==> config.mk <==
export PLATFORM = sky130hd
export DESIGN_NAME = execute_stage
export DESIGN_NICKNAME = d
export VERILOG_FILES = /design/src/rtl/execute_stage.sv
export SDC_FILE = /design/constraint.sdc
export NUM_CORES = 1
export LEC_CHECK = 0
export ABC_AREA = 1
export CAP_MARGIN = 20
export CELL_PAD_IN_SITES_DETAIL_PLACEMENT = 2
export CELL_PAD_IN_SITES_GLOBAL_PLACEMENT = 2
export CORE_ASPECT_RATIO = 1.1
export CORE_MARGIN = 2
export CORE_UTILIZATION = 29
export CTS_BUF_LIST = sky130_fd_sc_hd__clkbuf_4 sky130_fd_sc_hd__clkbuf_8
export DETAILED_ROUTE_END_ITERATION = 8
export PLACE_DENSITY = 0.88
export SYNTH_ARGS = -nofsm -noshare
export SYNTH_HDL_FRONTEND = slang
export SYNTH_SLANG_ARGS = --single-unit
export TNS_END_PERCENT = 100
==> constraint.sdc <==
create_clock -name clk -period 4.3 [get_ports clk]
set_clock_uncertainty 0.05 [all_clocks]
set_input_delay 0.645 -clock clk [delete_from_list [all_inputs] [get_ports clk]]
set_output_delay 0.645 -clock clk [all_outputs]
set_load 0.02 [all_outputs]
### Signal wires on met1

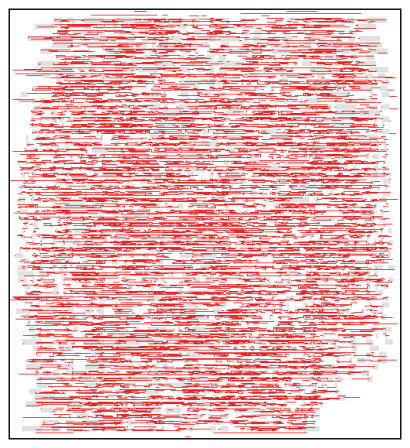
share of all routed wire	34%
main direction	horizontal
longest straight run	70.4 µm
wire length on this layer	27.9 mm
nets with wire on the layer	1919
DR vias: 14.44k
total wire length: 80990 µm
GRT met1 Usage: 0.4588

### M2 wires

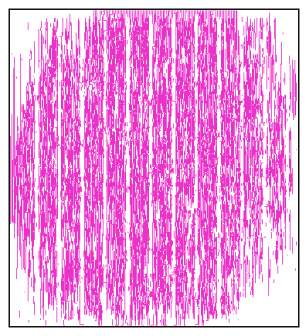
nets with wire on the layer	1933
wire length on this layer	35.5 mm
met2 Track Usage GR: 0.6917

### Signal wires on met3

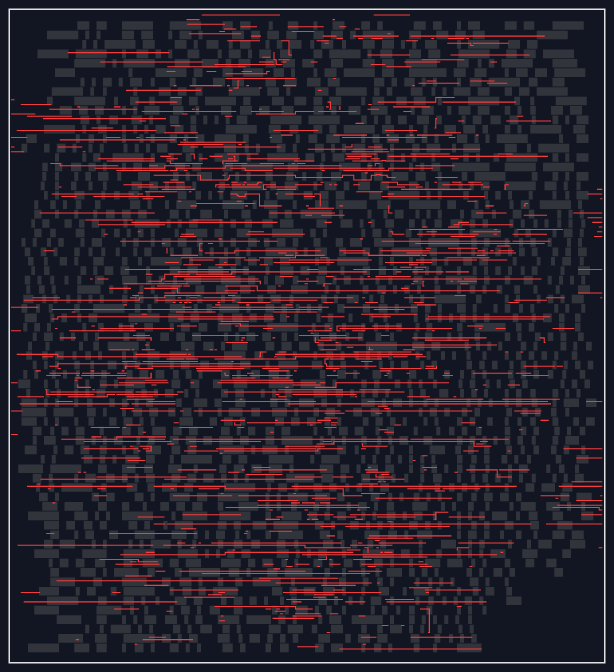
nets with wire on the layer	486
share of all routed wire	9.8%
longest straight run	105 µm
main direction	horizontal
wire length on this layer	7920 µm
met3 GRT Util: 0.08864

### Track usage over the die

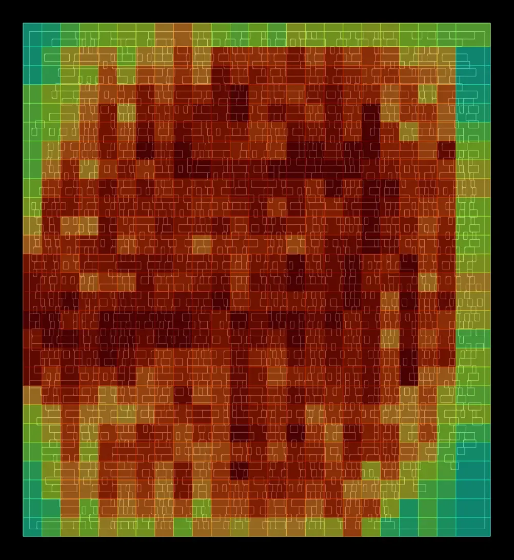
GRT Total Usage: 0.4210
Util after Layout: 0.4522
Top Usage Layer GRT: met2

==> flow_summary.toml <==
# flow metrics
[run_status]
status = "finished, violations left"
violations = "setup timing"

[clock_tree]
cts.repair.resized = 156
clock_tree.buffer_depth = 2

[yosys]
synth_top_flop_cell = "dfrtp_1"
syn_area_per_cell_um2 = 5.996
netlist_area_um2 = 8934
ys_sh_aoi = 0.1480
top_cell = "nand2_1"
synth_flops = 63
top_cell_area_share = 0.2143

[route]
drtAntennaViolNets = 0
dr_wl_met2_um = 35500
routed.top_layer = "met5"
wl_met3_um = 7916
drc_errors = 0

[power]
ir_worst_vdd_v = 0.0002001
seqPwrFrac = 0.165
p_comb_w = 0.00294

[timing]
relSlewSlack = 0.2405
worst_pin_slew_ns = 1.135
finalSetupViolCount = 17
finalHoldViolCount = 0
fin_ws_ns = -0.6402

[layout]
fin_area_um2 = 13760
drive_above_1_share = 0.2644
fin_nets = 2075
clock_buffers = 10

[critical_path]
arrival_ns = 5.20
reg2reg_depth = 2
slowest_delay_ns = 0.58
reg2reg_slack_ns = 3.12
criticalPathCategory = "in2reg"

[global_routing]
grt_pass1_vias = 14990

[placement]
place_area_um2 = 12320
[worst max-delay path, delay by kind of cell]
| kind | cells | cell delay (ns) |
|---|---|---|
| AND/OR/NAND/NOR | 16 | 2.38 |
| adder cells (fa/ha/maj) | 2 | 0.79 |
| AND-OR/OR-AND | 3 | 0.63 |
| buffers and inverters | 3 | 0.73 |
[metrics by stage]
stage          worst slack (ns)  setup TNS, ns  total power [W]  hold slack (ns)  instances
2_1_floorplan            0.1104              0         0.001753           0.5320       1490
3_3_place_gp            -0.8378         -10.19         0.002722           0.4135       2218
3_5_place_dp             -1.226         -16.16         0.002876           0.4238       2218
4_1_cts                0.005618              0         0.003689           0.4477       2248
5_1_grt                 -0.5302         -3.731         0.004397           0.4782       2268
6_report                -0.6402         -4.714         0.004328           0.4494       2274
Power is estimated from default activity; no workload was simulated.
